`src/rtl/run_length_reporter_if.sv`:
```
// Record stream from run_length_reporter: show-ahead head record with a
// valid/ready handshake.
interface run_length_reporter_if #(
  parameter int LEN_W = 8
);
  logic             out_valid;
  logic             out_ready;
  logic [LEN_W-1:0] out_len;
  logic             out_sat;

  modport master (output out_valid, out_len, out_sat, input out_ready);
  modport slave  (input out_valid, out_len, out_sat, output out_ready);
endinterface

```
`src/rtl/run_length_reporter.sv`:
```
// Measures the length of each high run on det and queues one {sat,len} record
// per completed run in a show-ahead FIFO; counts runs and flags dropped records.
module run_length_reporter #(
  parameter int LEN_W = 8,
  parameter int DEPTH = 4,
  parameter int CNT_W = 16
) (
  input  logic                   clk,
  input  logic                   rst,
  input  logic                   en,
  input  logic                   det,
  input  logic                   clr_ovf,
  output logic [CNT_W-1:0]       run_count,
  output logic                   overflow,
  run_length_reporter_if.master  rpt
);

  localparam int AW = $clog2(DEPTH);
  localparam logic [LEN_W-1:0] LEN_MAX = '1;

  typedef enum logic {IDLE, RUN} state_t;

  typedef struct packed {
    logic             sat;
    logic [LEN_W-1:0] len;
  } rec_t;

  state_t           state, state_next;
  logic [LEN_W-1:0] len, len_next;
  logic             sat, sat_next;
  logic             complete;

  rec_t             mem [DEPTH];
  logic [AW:0]      wr_ptr, rd_ptr;
  logic             empty, full, pop, push, drop;
  rec_t             head;

  always_ff @(posedge clk) begin
    if (rst) begin
      state <= IDLE;
      len   <= '0;
      sat   <= 1'b0;
    end else begin
      state <= state_next;
      len   <= len_next;
      sat   <= sat_next;
    end
  end

  always_comb begin
    // NOTE: every output of this block gets a default first, so no path can
    // leave one unassigned and infer a latch.
    state_next = state;
    len_next   = len;
    sat_next   = sat;
    complete   = 1'b0;
    case (state)
      IDLE: begin
        if (en && det) begin
          state_next = RUN;
          len_next   = LEN_W'(1);
          sat_next   = 1'b0;
        end
      end
      RUN: begin
        if (!en) begin
          state_next = IDLE;
          len_next   = '0;
        end else if (det) begin
          if (len != LEN_MAX) len_next = len + 1'b1;
          else                sat_next = 1'b1;
        end else begin
          complete   = 1'b1;
          state_next = IDLE;
          len_next   = '0;
        end
      end
      default: state_next = IDLE;
    endcase
  end

  // Pointers carry one extra wrap bit so full and empty are distinguishable.
  assign empty = (wr_ptr == rd_ptr);
  assign full  = (wr_ptr[AW] != rd_ptr[AW]) && (wr_ptr[AW-1:0] == rd_ptr[AW-1:0]);
  assign pop   = !empty && rpt.out_ready;
  assign push  = complete && (!full || pop);
  assign drop  = complete && full && !pop;

  // NOTE: the record storage has no reset; the pointers alone define which
  // entries are live, so stale contents are never observed.
  always_ff @(posedge clk) begin
    if (push) mem[wr_ptr[AW-1:0]] <= '{sat: sat, len: len};
  end

  always_ff @(posedge clk) begin
    if (rst) begin
      wr_ptr <= '0;
      rd_ptr <= '0;
    end else begin
      if (push) wr_ptr <= wr_ptr + 1'b1;
      if (pop)  rd_ptr <= rd_ptr + 1'b1;
    end
  end

  always_ff @(posedge clk) begin
    if (rst) begin
      run_count <= '0;
      overflow  <= 1'b0;
    end else begin
      if (complete) run_count <= run_count + 1'b1;
      // A drop outranks a simultaneous clear.
      if (drop)         overflow <= 1'b1;
      else if (clr_ovf) overflow <= 1'b0;
    end
  end

  assign head          = mem[rd_ptr[AW-1:0]];
  assign rpt.out_valid = !empty;
  assign rpt.out_len   = empty ? '0 : head.len;
  assign rpt.out_sat   = empty ? 1'b0 : head.sat;

endmodule

```
`src/flat_wrapper.sv`:
```
// flat-port wrapper written by rule: the top's interface ports become plain ports
module run_length_reporter_flat 
#(
  parameter int LEN_W = 8,
  parameter int DEPTH = 4,
  parameter int CNT_W = 16
)
  (clk, rst, en, det, clr_ovf, run_count, overflow, rpt_out_valid, rpt_out_len, rpt_out_sat, rpt_out_ready);
  run_length_reporter_if #(.LEN_W(LEN_W)) rpt_i ();
  input  logic clk;
  input  logic rst;
  input  logic en;
  input  logic det;
  input  logic clr_ovf;
  output logic [CNT_W-1:0] run_count;
  output logic overflow;
  output wire logic [$bits(rpt_i.out_valid)-1:0] rpt_out_valid;
  output wire logic [$bits(rpt_i.out_len)-1:0] rpt_out_len;
  output wire logic [$bits(rpt_i.out_sat)-1:0] rpt_out_sat;
  input wire logic [$bits(rpt_i.out_ready)-1:0] rpt_out_ready;
  assign rpt_out_valid = rpt_i.out_valid;
  assign rpt_out_len = rpt_i.out_len;
  assign rpt_out_sat = rpt_i.out_sat;
  assign rpt_i.out_ready = rpt_out_ready;
  run_length_reporter #(.LEN_W(LEN_W), .DEPTH(DEPTH), .CNT_W(CNT_W)) u_core (.clk(clk), .rst(rst), .en(en), .det(det), .clr_ovf(clr_ovf), .run_count(run_count), .overflow(overflow), .rpt(rpt_i));
endmodule
```
`config.mk`:
```
export PLATFORM = sky130hd
export DESIGN_NAME = run_length_reporter_flat
export DESIGN_NICKNAME = d
export VERILOG_FILES = /design/src/rtl/run_length_reporter_if.sv /design/src/rtl/run_length_reporter.sv /design/src/flat_wrapper.sv
export SDC_FILE = /design/constraint.sdc
export NUM_CORES = 1
export LEC_CHECK = 0
export ABC_AREA = 1
export CAP_MARGIN = 20
export CELL_PAD_IN_SITES_DETAIL_PLACEMENT = 1
export CELL_PAD_IN_SITES_GLOBAL_PLACEMENT = 1
export CORE_ASPECT_RATIO = 0.5
export CORE_MARGIN = 5
export CORE_UTILIZATION = 43
export DETAILED_ROUTE_END_ITERATION = 10
export GPL_ROUTABILITY_DRIVEN = 0
export HOLD_SLACK_MARGIN = 0.06
export PLACE_DENSITY_LB_ADDON = 0.1
export SYNTH_ARGS = -nofsm -noshare
export SYNTH_HDL_FRONTEND = slang
export SYNTH_SLANG_ARGS = --single-unit
```
`constraint.sdc`:
```
create_clock -name clk -period 2 [get_ports clk]
set_input_delay 0.3 -clock clk [delete_from_list [all_inputs] [get_ports clk]]
set_output_delay 0.3 -clock clk [all_outputs]
set_load 0.02 [all_outputs]
```
run_1/m1.png
Cells faint in the background.
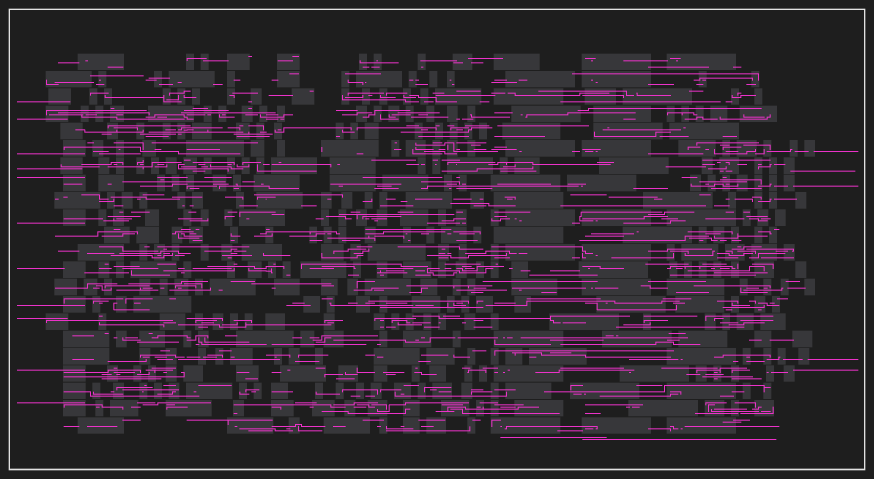
- share of all routed wire: 49%
- main direction: horizontal

run_1/m2.png
The bar under the picture is 50 µm long.
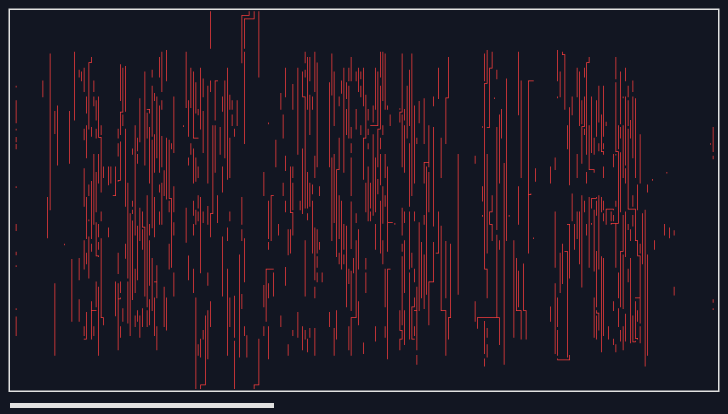
- wire length on this layer: 3,830 µm
- longest straight run: 38.1 µm
- nets with wire on the layer: 382

run_1/m3.png
The bar under the picture is 50 µm long.
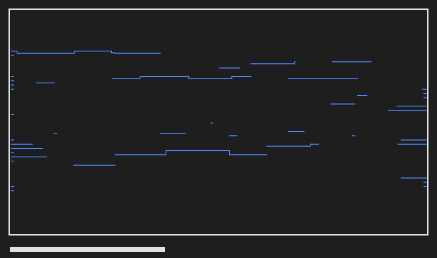
- longest straight run: 22.3 µm
- nets with wire on the layer: 33
- main direction: horizontal

run_1/clock_nets.png
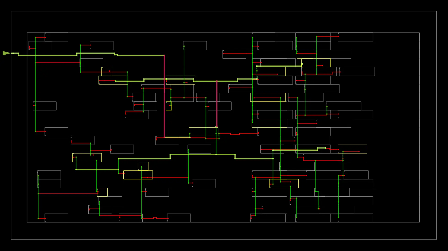
Num CTS Buffers: 9
CTS Sinks: 71
# clk buffers: 10

==> impl_metrics.json, run 1 <==
{
  "power-top-group": "clock",
  "top_layer": "met4",
  "ff_latch_area_um2": 1785,
  "top_cells_by_count": "nor2_1, nand2_1, inv_1",
  "hpwl_mm": 6.010,
  "cp.required_ps": 1700,
  "ys_sh_xor": 0.01322,
  "post_drt_wl_per_cell_um": 15.57,
  "startpoint": "u_core.rd_ptr[0]",
  "grt_most_used_layer": "met2",
  "hold-path-cell-count": 2,
  "place_ws_ps": 27.69,
  "ys_sh_aoi": 0.09785,
  "hold_buffers": 0,
  "r2r_slack_ps": 200,
  "htree_levels": 3,
  "met1_usage": 0.2376,
  "core_area_um2": 7405,
  "synth-edff-count": 36,
  "num-nonclk-buffers": 49,
  "powerComb_w": 0.000472,
  "ys_sh_simple": 0.2482,
  "post_cts_resized": 23,
  "holdPathEnd": "u_core.overflow",
  "fp_util": 0.4473,
  "reg2regPathDepth": 9,
  "ys_types": 31,
  "die_h_um": 72.06,
  "lay_top_count": "nor2_1",
  "sh_seq_area": 0.4305,
  "path_depth": 5,
  "wl_met1_mm": 4.056,
  "yosysTopAreaCellShare": 0.3264,
  "mux_share": 0,
  "start_kind": "flip-flop",
  "setup_ws_ps": 124.0,
  "rsz0062_at_grt": "false",
  "finalHoldViolations": 0,
  "antenna_found_initial": 0,
  "ys_cells": 383,
  "endpoint": "rpt_out_valid",
  "relSlewSlack": 0.5217,
  "largest_reg_flops": 36,
  "switching_share": 0.2447,
  "largest_area_cell": "edfxtp_1",
  "netlist_instances": 383,
  "setup_violations": 0,
  "portBuffers": 32,
  "tns_ps": 0,
  "flop_cell": "edfxtp_1",
  "yosys.stat.seqShare": 0.5380,
  "period_needed_ps": 1876,
  "grt_usage": 0.1911,
  "clkCellAreaFrac": 0.07964,
  "overflow": 0,
  "logic_family": "simple AND/OR/NAND/NOR gates",
  "clockPowerShare": 0.462,
  "place_area_um2": 3812,
  "cts_tree": "built",
  "cp.arrival_ps": 1580,
  "async_flop_share": 0,
  "worst-path-buf-inv": 2,
  "place_inst": 516,
  "antennaDiodeCount": 0,
  "log.warning_count": 29,
  "final_util": 0.5602,
  "drt-total-wl_mm": 8.313,
  "ys_warn_count": 0,
  "drive_gt1_frac": 0.1621,
  "seq_power_w": 0.00157,
  "fmax_mhz": 533.1,
  "route.met2.wl_mm": 3.830,
  "syn_area_um2": 3312,
  "combGateArea_um2": 1303,
  "crit_chain": "xor2_1 -> nor2_1 -> nand2_2 -> buf_12 -> dlygate4sd2_1",
  "comb_share": 0.3140,
  "cp_slowest_stage_delay_ps": 340,
  "period_used_share": 0.9380,
  "largestClassByArea": "registers",
  "drv_cap": 0,
  "rows": 22,
  "post_cts_buffers": 0,
  "top_cells_by_area": "edfxtp_1, dfxtp_1, nor2_1, nand2_1, inv_1",
  "die_area_um2": 9664,
  "clk_pin_slew_ps": 60,
  "hp-start": "u_core.overflow",
  "layout.nonclk_buf_frac": 0.1017,
  "drv_slew": 0,
  "area_delta_synth_final_pct": 25.24,
  "num_tap_cells": 96,
  "ir_drop_uv": 343.5,
  "fp_nets": 396,
  "drtPass1Iterations": 4,
  "clockBufferDepth": 2,
  "path_max_fanout": 10,
  "stdcell_count": 534,
  "rr_startpoint": "u_core.len[1]",
  "status": "finished, final reports clean",
  "holdWs_ps": 472.5,
  "comb_power_share": 0.124,
  "p_leak_nw": 1.641,
  "power_switching_w": 0.0009302,
  "ff_count": 71,
  "hp-class": "flip-flop to flip-flop",
  "power.total_w": 0.003802,
  "power_clock_w": 0.00176,
  "postRouteAntennaNets": 0,
  "grt_max_degree": 25,
  "fin_skew_ps": 6.823,
  "intPower_w": 0.002872,
  "inv_count": 50,
  "wl_met3_um": 354,
  "use_met2": 0.3225,
  "first_global_vias": 2852,
  "powerDensity_nw_per_um2": 916.7,
  "fillers": 871,
  "met3_usage": 0.06371,
  "vias": 2699,
  "drcViolationCount": 0,
  "grt_pass1_wl_mm": 14.32,
  "crit_path_end_kind": "output port",
  "seqPwrFrac": 0.414,
  "crit_family": "buffers and inverters",
  "ys_area_um2": 3312,
  "synth_area_per_cell_um2": 8.647,
  "crit_slowest_cell": "dfxtp_2",
  "fin_nets": 446
}
## Run 2: what changed since run 1
--- a/config.mk
+++ b/config.mk
@@ -11,7 +11,8 @@
 export CELL_PAD_IN_SITES_GLOBAL_PLACEMENT = 1
 export CORE_ASPECT_RATIO = 0.5
 export CORE_MARGIN = 5
-export CORE_UTILIZATION = 43
+export CORE_UTILIZATION = 45
+export CTS_BUF_LIST = sky130_fd_sc_hd__clkbuf_8
 export DETAILED_ROUTE_END_ITERATION = 10
 export GPL_ROUTABILITY_DRIVEN = 0
 export HOLD_SLACK_MARGIN = 0.06
run_2/clock_nets.png
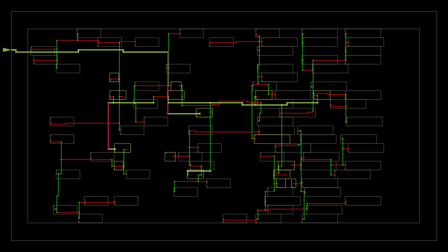
Flops: 71
# clk buffers: 9
Setup Skew: 6.486 ps
P_clk: 0.00114 W

run_2/m2.png
The bar under the picture is 50 µm long.
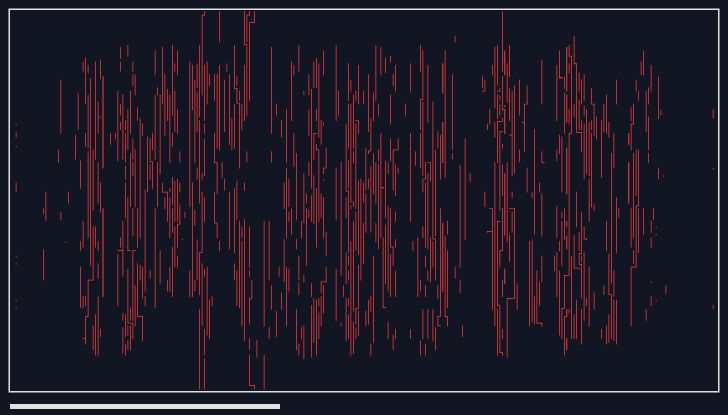
- longest straight run: 34.7 µm
- main direction: vertical
- wire length on this layer: 3,910 µm
- share of all routed wire: 48%

run_2/route_heat.png
The bar under the picture is 50 µm long. The die is cut into 26 by 14 equal tiles; dark purple is low, yellow is high, scaled to the fullest tile. Values are wire area over tile area, all layers added.
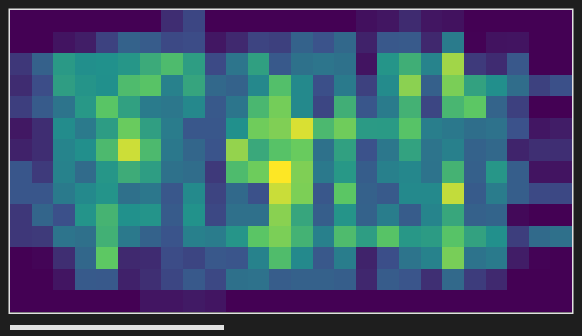
- fullest tile: 0.42
- mean over tiles: 0.14
- tiles over half the peak: 24%
- nearly empty tiles: 17%

==> run 2 against run 1 <==
  * First-iteration DRC count is 61% higher
  * Cell count is 0.37% lower
  * Final area is 3.0% lower
  * Synthesized cell count stayed put
  * Routed wire length is 1.7% lower
  * Utilization is 0.42 points lower
  * Sequential power hardly changed
==> impl_metrics.json, run 2 <==
{
  "period_needed_ps": 1929,
  "clockPowerShare": 0.354,
  "largest_reg_flops": 36,
  "stdcell_count": 532,
  "largestClassByArea": "registers",
  "comb_share": 0.3261,
  "post_cts_resized": 32,
  "powerDensity_nw_per_um2": 797.1,
  "seq_power_w": 0.00157,
  "cts_inserted_buffers": 9,
  "post_drt_wl_per_cell_um": 15.36,
  "drv_cap": 0,
  "fillers": 864,
  "period_used_share": 0.9646,
  "cp.arrival_ps": 1630,
  "vias": 2705,
  "hp-class": "flip-flop to flip-flop",
  "cts.sinks": 71,
  "switching_share": 0.2754,
  "flop_cell": "edfxtp_1",
  "hpwl_mm": 5.619,
  "holdPathEnd": "u_core.overflow",
  "place_inst": 514,
  "wl_met1_mm": 3.819,
  "grt_most_used_layer": "met2",
  "crit_chain": "xor2_2 -> nor2_2 -> nand2_2 -> buf_12 -> dlygate4sd2_1",
  "largest_area_cell": "edfxtp_1",
  "startpoint": "u_core.rd_ptr[1]",
  "async_flop_share": 0,
  "fin_nets": 444,
  "power_switching_w": 0.0008837,
  "intPower_w": 0.002325,
  "tns_ps": 0,
  "inv_count": 50,
  "place_ws_ps": -158.5,
  "drt-total-wl_mm": 8.174,
  "r2r_slack_ps": 220,
  "ys_sh_simple": 0.2482,
  "ys_types": 31,
  "ys_warn_count": 0,
  "rows": 22,
  "grt_usage": 0.1841,
  "power.total_w": 0.003208,
  "crit_family": "buffers and inverters",
  "endpoint": "rpt_out_valid",
  "status": "finished, final reports clean",
  "antennaDiodeCount": 0,
  "rr_startpoint": "u_core.rd_ptr[1]",
  "ys_area_um2": 3312,
  "area_delta_synth_final_pct": 21.53,
  "crit_path_end_kind": "output port",
  "netlist_instances": 383,
  "setup_ws_ps": 70.78,
  "overflow": 0,
  "sh_seq_area": 0.4436,
  "drv_slew": 0,
  "fmax_mhz": 518.3,
  "crit_slowest_cell": "dfxtp_1",
  "top_cells_by_count": "nor2_1, nand2_1, inv_1",
  "route.met2.wl_mm": 3.906,
  "met3_usage": 0.05469,
  "reg2regPathDepth": 8,
  "hp-start": "u_core.overflow"
}
Power is estimated from default activity; no workload was simulated.
